$ cat config.mk
export PLATFORM = sky130hd
export DESIGN_NAME = student_day_logger
export DESIGN_NICKNAME = d
export VERILOG_FILES = /design/src/rtl/student_pkg.sv /design/src/rtl/student_log_fifo.sv /design/src/rtl/student_day_logger.sv
export SDC_FILE = /design/constraint.sdc
export NUM_CORES = 1
export LEC_CHECK = 0
export CAP_MARGIN = 10
export CORE_MARGIN = 5
export CORE_UTILIZATION = 61
export DETAILED_ROUTE_END_ITERATION = 12
export PLACE_DENSITY = 0.85
export SLEW_MARGIN = 20
export SYNTH_ARGS = -nofsm -noshare
export SYNTH_HDL_FRONTEND = slang
export SYNTH_SLANG_ARGS = --single-unit
$ cat constraint.sdc
create_clock -name clk -period 5 [get_ports clk]
set_input_delay 1.5 -clock clk [delete_from_list [all_inputs] [get_ports clk]]
set_output_delay 1.5 -clock clk [all_outputs]
set_load 0.05 [all_outputs]
$ cat src/rtl/student_pkg.sv
// Shared definitions for the student day logger: state codes, widths and the
// legal-successor table used by the optional legality check
// (STUDENT_LOG_ILLEGAL_CHECK_EN).
package student_pkg;

    localparam int STATE_W    = 5;
    localparam int NUM_STATES = 11;

    typedef enum logic [STATE_W-1:0] {
        S_SLEEP   = 5'd0,
        S_AWAKE   = 5'd1,
        S_BUS_IN  = 5'd2,
        S_LECTURE = 5'd3,
        S_STUDY   = 5'd4,
        S_DESIGN  = 5'd5,
        S_DINNER  = 5'd6,
        S_BUS_OUT = 5'd7,
        S_GYM     = 5'd8,
        S_TV      = 5'd9,
        S_COFFEE  = 5'd10
    } student_state_t;

    // Successor set of each state as a one-hot mask indexed by the target code.
    //   SLEEP   -> AWAKE
    //   AWAKE   -> BUS_IN, COFFEE
    //   BUS_IN  -> LECTURE
    //   LECTURE -> STUDY, DESIGN, BUS_OUT, COFFEE
    //   STUDY   -> LECTURE, DESIGN, BUS_OUT, COFFEE
    //   DESIGN  -> LECTURE, STUDY, BUS_OUT, COFFEE
    //   DINNER  -> SLEEP, STUDY, GYM, TV
    //   BUS_OUT -> DINNER, GYM
    //   GYM     -> SLEEP, DINNER, TV
    //   TV      -> SLEEP, STUDY
    //   COFFEE  -> BUS_IN, LECTURE, STUDY, DESIGN
    function automatic logic [15:0] successor_mask(input logic [STATE_W-1:0] from_state);
        logic [15:0] mask;
        mask = 16'h0000;
        case (from_state)
            S_SLEEP:   mask = 16'h0002;
            S_AWAKE:   mask = 16'h0404;
            S_BUS_IN:  mask = 16'h0008;
            S_LECTURE: mask = 16'h04B0;
            S_STUDY:   mask = 16'h04A8;
            S_DESIGN:  mask = 16'h0498;
            S_DINNER:  mask = 16'h0311;
            S_BUS_OUT: mask = 16'h0140;
            S_GYM:     mask = 16'h0241;
            S_TV:      mask = 16'h0011;
            S_COFFEE:  mask = 16'h003C;
            default:   mask = 16'h0000;
        endcase
        return mask;
    endfunction

    // A move is legal only between defined codes and when listed in the table.
    function automatic logic is_legal_move(input logic [STATE_W-1:0] from_state,
                                           input logic [STATE_W-1:0] to_state);
        logic [15:0] mask;
        logic        codes_ok;
        mask     = successor_mask(from_state);
        codes_ok = (from_state < STATE_W'(NUM_STATES)) && (to_state < STATE_W'(NUM_STATES));
        return codes_ok && mask[to_state[3:0]];
    endfunction

endpackage

$ cat src/rtl/student_log_fifo.sv
// Synchronous first-word-fall-through FIFO for transition records.
// The head entry is visible the cycle after it is written; when empty the
// head data reads as zero. A push into a full FIFO is accepted only if a pop
// happens on the same edge, otherwise it is dropped and reported on drop.
module student_log_fifo #(
    parameter int DEPTH = 4,
    parameter int WIDTH = 18
) (
    input  logic             clk,
    input  logic             srst,
    input  logic             push,
    input  logic [WIDTH-1:0] push_data,
    input  logic             pop,
    output logic             valid,
    output logic [WIDTH-1:0] head_data,
    output logic             drop
);

    localparam int PTR_W = (DEPTH > 1) ? $clog2(DEPTH) : 1;
    localparam logic [PTR_W:0] FULL_COUNT = (PTR_W+1)'(DEPTH);

    logic [WIDTH-1:0] mem_reg [DEPTH];
    logic [PTR_W-1:0] wr_ptr_reg;
    logic [PTR_W-1:0] rd_ptr_reg;
    logic [PTR_W:0]   count_reg;

    logic full;
    logic do_pop;
    logic do_push;

    assign valid   = (count_reg != '0);
    assign full    = (count_reg == FULL_COUNT);
    assign do_pop  = pop && valid;
    // The slot freed by a simultaneous pop makes room for the push.
    assign do_push = push && (!full || do_pop);
    assign drop    = push && !do_push;

    assign head_data = valid ? mem_reg[rd_ptr_reg] : '0;

    // Storage array; contents need no reset because valid gates the head.
    always_ff @(posedge clk) begin
        if (do_push && !srst) begin
            mem_reg[wr_ptr_reg] <= push_data;
        end
    end

    // Pointers and occupancy; depth is a power of two so pointers wrap freely.
    always_ff @(posedge clk) begin
        if (srst) begin
            wr_ptr_reg <= '0;
            rd_ptr_reg <= '0;
            count_reg  <= '0;
        end else begin
            if (do_push) begin
                wr_ptr_reg <= wr_ptr_reg + 1'b1;
            end
            if (do_pop) begin
                rd_ptr_reg <= rd_ptr_reg + 1'b1;
            end
            if (do_push && !do_pop) begin
                count_reg <= count_reg + 1'b1;
            end else if (!do_push && do_pop) begin
                count_reg <= count_reg - 1'b1;
            end
        end
    end

endmodule

$ cat src/rtl/student_day_logger.sv
// Student day logger: watches the student FSM state code, records every
// state change as {from, to, dwell} in a small FIFO, counts days
// (SLEEP->AWAKE), tracks dropped records and, when the macro
// STUDENT_LOG_ILLEGAL_CHECK_EN is defined, flags moves that are not in the
// package successor table.
module student_day_logger
    import student_pkg::*;
#(
    parameter int FIFO_DEPTH = 4,
    parameter int DWELL_W    = 8
) (
    input  logic               clk,
    input  logic               rst,
    input  logic [4:0]         state_out,
    output logic               rec_valid,
    input  logic               rec_ready,
    output logic [4:0]         rec_from,
    output logic [4:0]         rec_to,
    output logic [DWELL_W-1:0] rec_dwell,
    output logic [7:0]         day_cnt,
    output logic               overflow,
    output logic [7:0]         drop_cnt,
    output logic               err_illegal
);

    localparam int REC_W = 2 * STATE_W + DWELL_W;
    localparam logic [DWELL_W-1:0] DWELL_MAX = '1;
    localparam logic [DWELL_W-1:0] DWELL_ONE = DWELL_W'(1);

    logic [4:0]         cur_reg;
    logic [DWELL_W-1:0] dwell_reg;
    logic [7:0]         day_cnt_reg;
    logic [7:0]         drop_cnt_reg;
    logic               overflow_reg;

    logic               transition;
    logic               day_start;
    logic               fifo_drop;
    logic [REC_W-1:0]   push_data;
    logic [REC_W-1:0]   head_data;

    // Detection is masked while reset is held so nothing is recorded then.
    assign transition = !rst && (state_out != cur_reg);
    assign day_start  = transition && (cur_reg == S_SLEEP) && (state_out == S_AWAKE);
    assign push_data  = {cur_reg, state_out, dwell_reg};

    student_log_fifo #(
        .DEPTH (FIFO_DEPTH),
        .WIDTH (REC_W)
    ) u_fifo (
        .clk       (clk),
        .srst      (rst),
        .push      (transition),
        .push_data (push_data),
        .pop       (rec_ready),
        .valid     (rec_valid),
        .head_data (head_data),
        .drop      (fifo_drop)
    );

    assign {rec_from, rec_to, rec_dwell} = head_data;
    assign day_cnt  = day_cnt_reg;
    assign drop_cnt = drop_cnt_reg;
    assign overflow = overflow_reg;

    // Track the last sampled state and how many cycles it has been held.
    always_ff @(posedge clk) begin
        if (rst) begin
            cur_reg   <= S_SLEEP;
            dwell_reg <= DWELL_ONE;
        end else if (transition) begin
            cur_reg   <= state_out;
            dwell_reg <= DWELL_ONE;
        end else if (dwell_reg != DWELL_MAX) begin
            dwell_reg <= dwell_reg + 1'b1;
        end
    end

    // Day counter wraps naturally at 8 bits.
    always_ff @(posedge clk) begin
        if (rst) begin
            day_cnt_reg <= '0;
        end else if (day_start) begin
            day_cnt_reg <= day_cnt_reg + 1'b1;
        end
    end

    // Sticky overflow and saturating count of records the FIFO had no room for.
    always_ff @(posedge clk) begin
        if (rst) begin
            overflow_reg <= 1'b0;
            drop_cnt_reg <= '0;
        end else if (fifo_drop) begin
            overflow_reg <= 1'b1;
            if (drop_cnt_reg != 8'hFF) begin
                drop_cnt_reg <= drop_cnt_reg + 1'b1;
            end
        end
    end

`ifdef STUDENT_LOG_ILLEGAL_CHECK_EN
    logic err_illegal_reg;

    // Sticky flag for moves outside the successor table; the record is kept.
    always_ff @(posedge clk) begin
        if (rst) begin
            err_illegal_reg <= 1'b0;
        end else if (transition && !is_legal_move(cur_reg, state_out)) begin
            err_illegal_reg <= 1'b1;
        end
    end

    assign err_illegal = err_illegal_reg;
`else
    assign err_illegal = 1'b0;
`endif

endmodule

Clock network drawn from the DEF:
Drawn at 6 px/um.
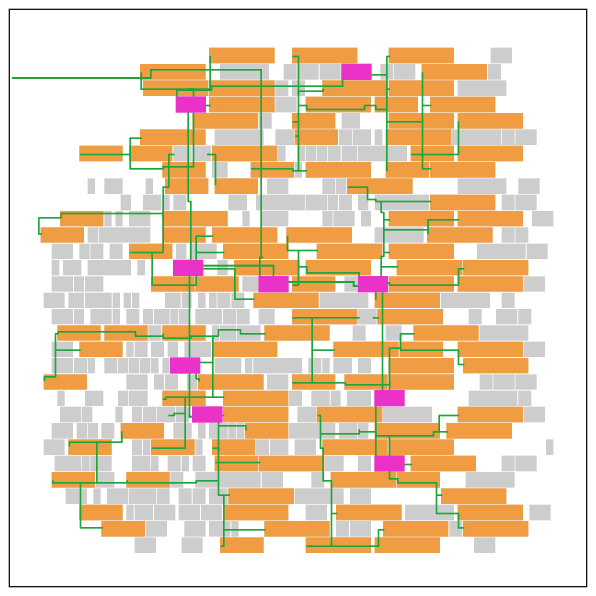
[flip-flops] orange | count: 111
[cells driving clock nets] magenta | count: 9
[clock wires] green | length: 992 um
routed clock nets: 10
worst skew pair latency: 0.36 ns
power in the clock group: 561 uW

==> flow.log <==
[report] implementation figures
[metrics] outcome: completed
[metrics] worst stage delay on the critical path: 0.93 ns
[metrics] layout cells sized above 1: 12.4%
[metrics] HPWL Detailed: 5290 um
[metrics] seq_cells: 111
[metrics] Tap Count: 99
[metrics] Lkg Pwr: 0.00180 uW
[metrics] Chip Area, Yosys: 0.00451 mm^2
[metrics] warning total across the stage logs: 29
[metrics] setup bufs post-CTS: 0
[metrics] tally of nets with antenna violations remaining after routing: 0
[metrics] Period Utilization, post-route: 81.9%
[metrics] antenna violations before repair: 0
[metrics] area of the chip: 0.00921 mm^2
[metrics] final setup fails: 0
[metrics] final worst clock skew: 0.0128 ns
[metrics] number of failing hold endpoints at the final stage: 0
[metrics] Die W: 96.0 um
[metrics] asr flop ratio synth: 0%
[metrics] layout inverter count without the clock tree: 7
[metrics] Worst Path Required: 3.50 ns
[metrics] type of the setup path with the least slack: flop to output pin
[metrics] Min-Delay Startpoint: overflow$_SDFFE_PP0P_
[metrics] total of buffers placed on input and output ports: 43
Cells colored by class:
Drawn at 4 px/um. Fill, decap, tap and diode cells in gray.
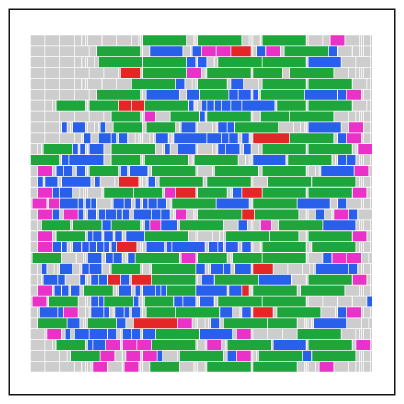
| class | color | cells |
|---|---|---|
| clock drivers and dummy loads | red | 16 |
| all other logic | blue | 187 |
| other buffers and delay cells | magenta | 49 |
| flip-flops | green | 111 |
sequential share of cell area: 55.7%
Final Util: 73.2%
total core area: 0.00721 mm^2
final standard cell area without fillers: 0.00528 mm^2
standard-cell rows: 31

-- layout by cell type, fill, tap and decap left out, drive strengths merged, types with 10 or more instances in the layout --
| cell type | n |
|---|---|
| clkbuf | 10 |
| inv | 11 |
| edfxtp | 72 |
| clkdlybuf4s50 | 43 |
| dfxtp | 39 |
| nor2 | 23 |
| xor2 | 12 |
| and2 | 18 |
| nand3 | 11 |
| mux4 | 18 |
-- routing by layer --
layer	wire [um]	up-vias
met3	308	7
met2	4040	52
met4	74	0
met5	0	-
met1	3510	1310
li1	-	1254
-- stage by stage --
| step | setup slack (ns) | total power [uW] | hold WS [ns] | instance area (um^2) |
|---|---|---|---|---|
| 2_1_floorplan | 1.63 | 1830 | 0.467 | 4510 |
| 3_3_place_gp | 1.09 | 2110 | 0.470 | 5060 |
| 3_5_place_dp | 0.991 | 2130 | 0.462 | 5060 |
| 4_1_cts | 0.821 | 2690 | 0.489 | 5280 |
| 5_1_grt | 0.777 | 2790 | 0.531 | 5280 |
| 6_report | 0.905 | 2650 | 0.490 | 5280 |
-- where the power goes --
group	switching [uW]	total [uW]	internal, uW
clock network	293	561	268
logic	604	973	369
registers	52.2	1120	1070
-- logic make-up (layout without fill, tap and decap cells) --
kind of cell    Yosys count  after routing  share of synthesized area, %
buf+inv                  18             72                          1.64
simple gates            105            105                          13.6
other cells               1              1                        0.0831
flops                   111            111                          65.2
xor+xnor                 19             19                          3.69
compound gates           24             24                          3.16
mux                      22             22                          9.88
fa+ha+maj                 9              9                          2.66
-- worst paths after layout --
path | to | slack, ns | cells past startpoint
worst max-delay path | rec_from[3] | 0.90 | 3
worst min register to register | overflow$_SDFFE_PP0P_ | 0.49 | 2
worst max register to register | u_fifo.count_reg[2]$_SDFFE_PP0P_ | 2.39 | 8
worst min-delay path | overflow$_SDFFE_PP0P_ | 0.49 | 2
Power is estimated from default activity; no workload was simulated.
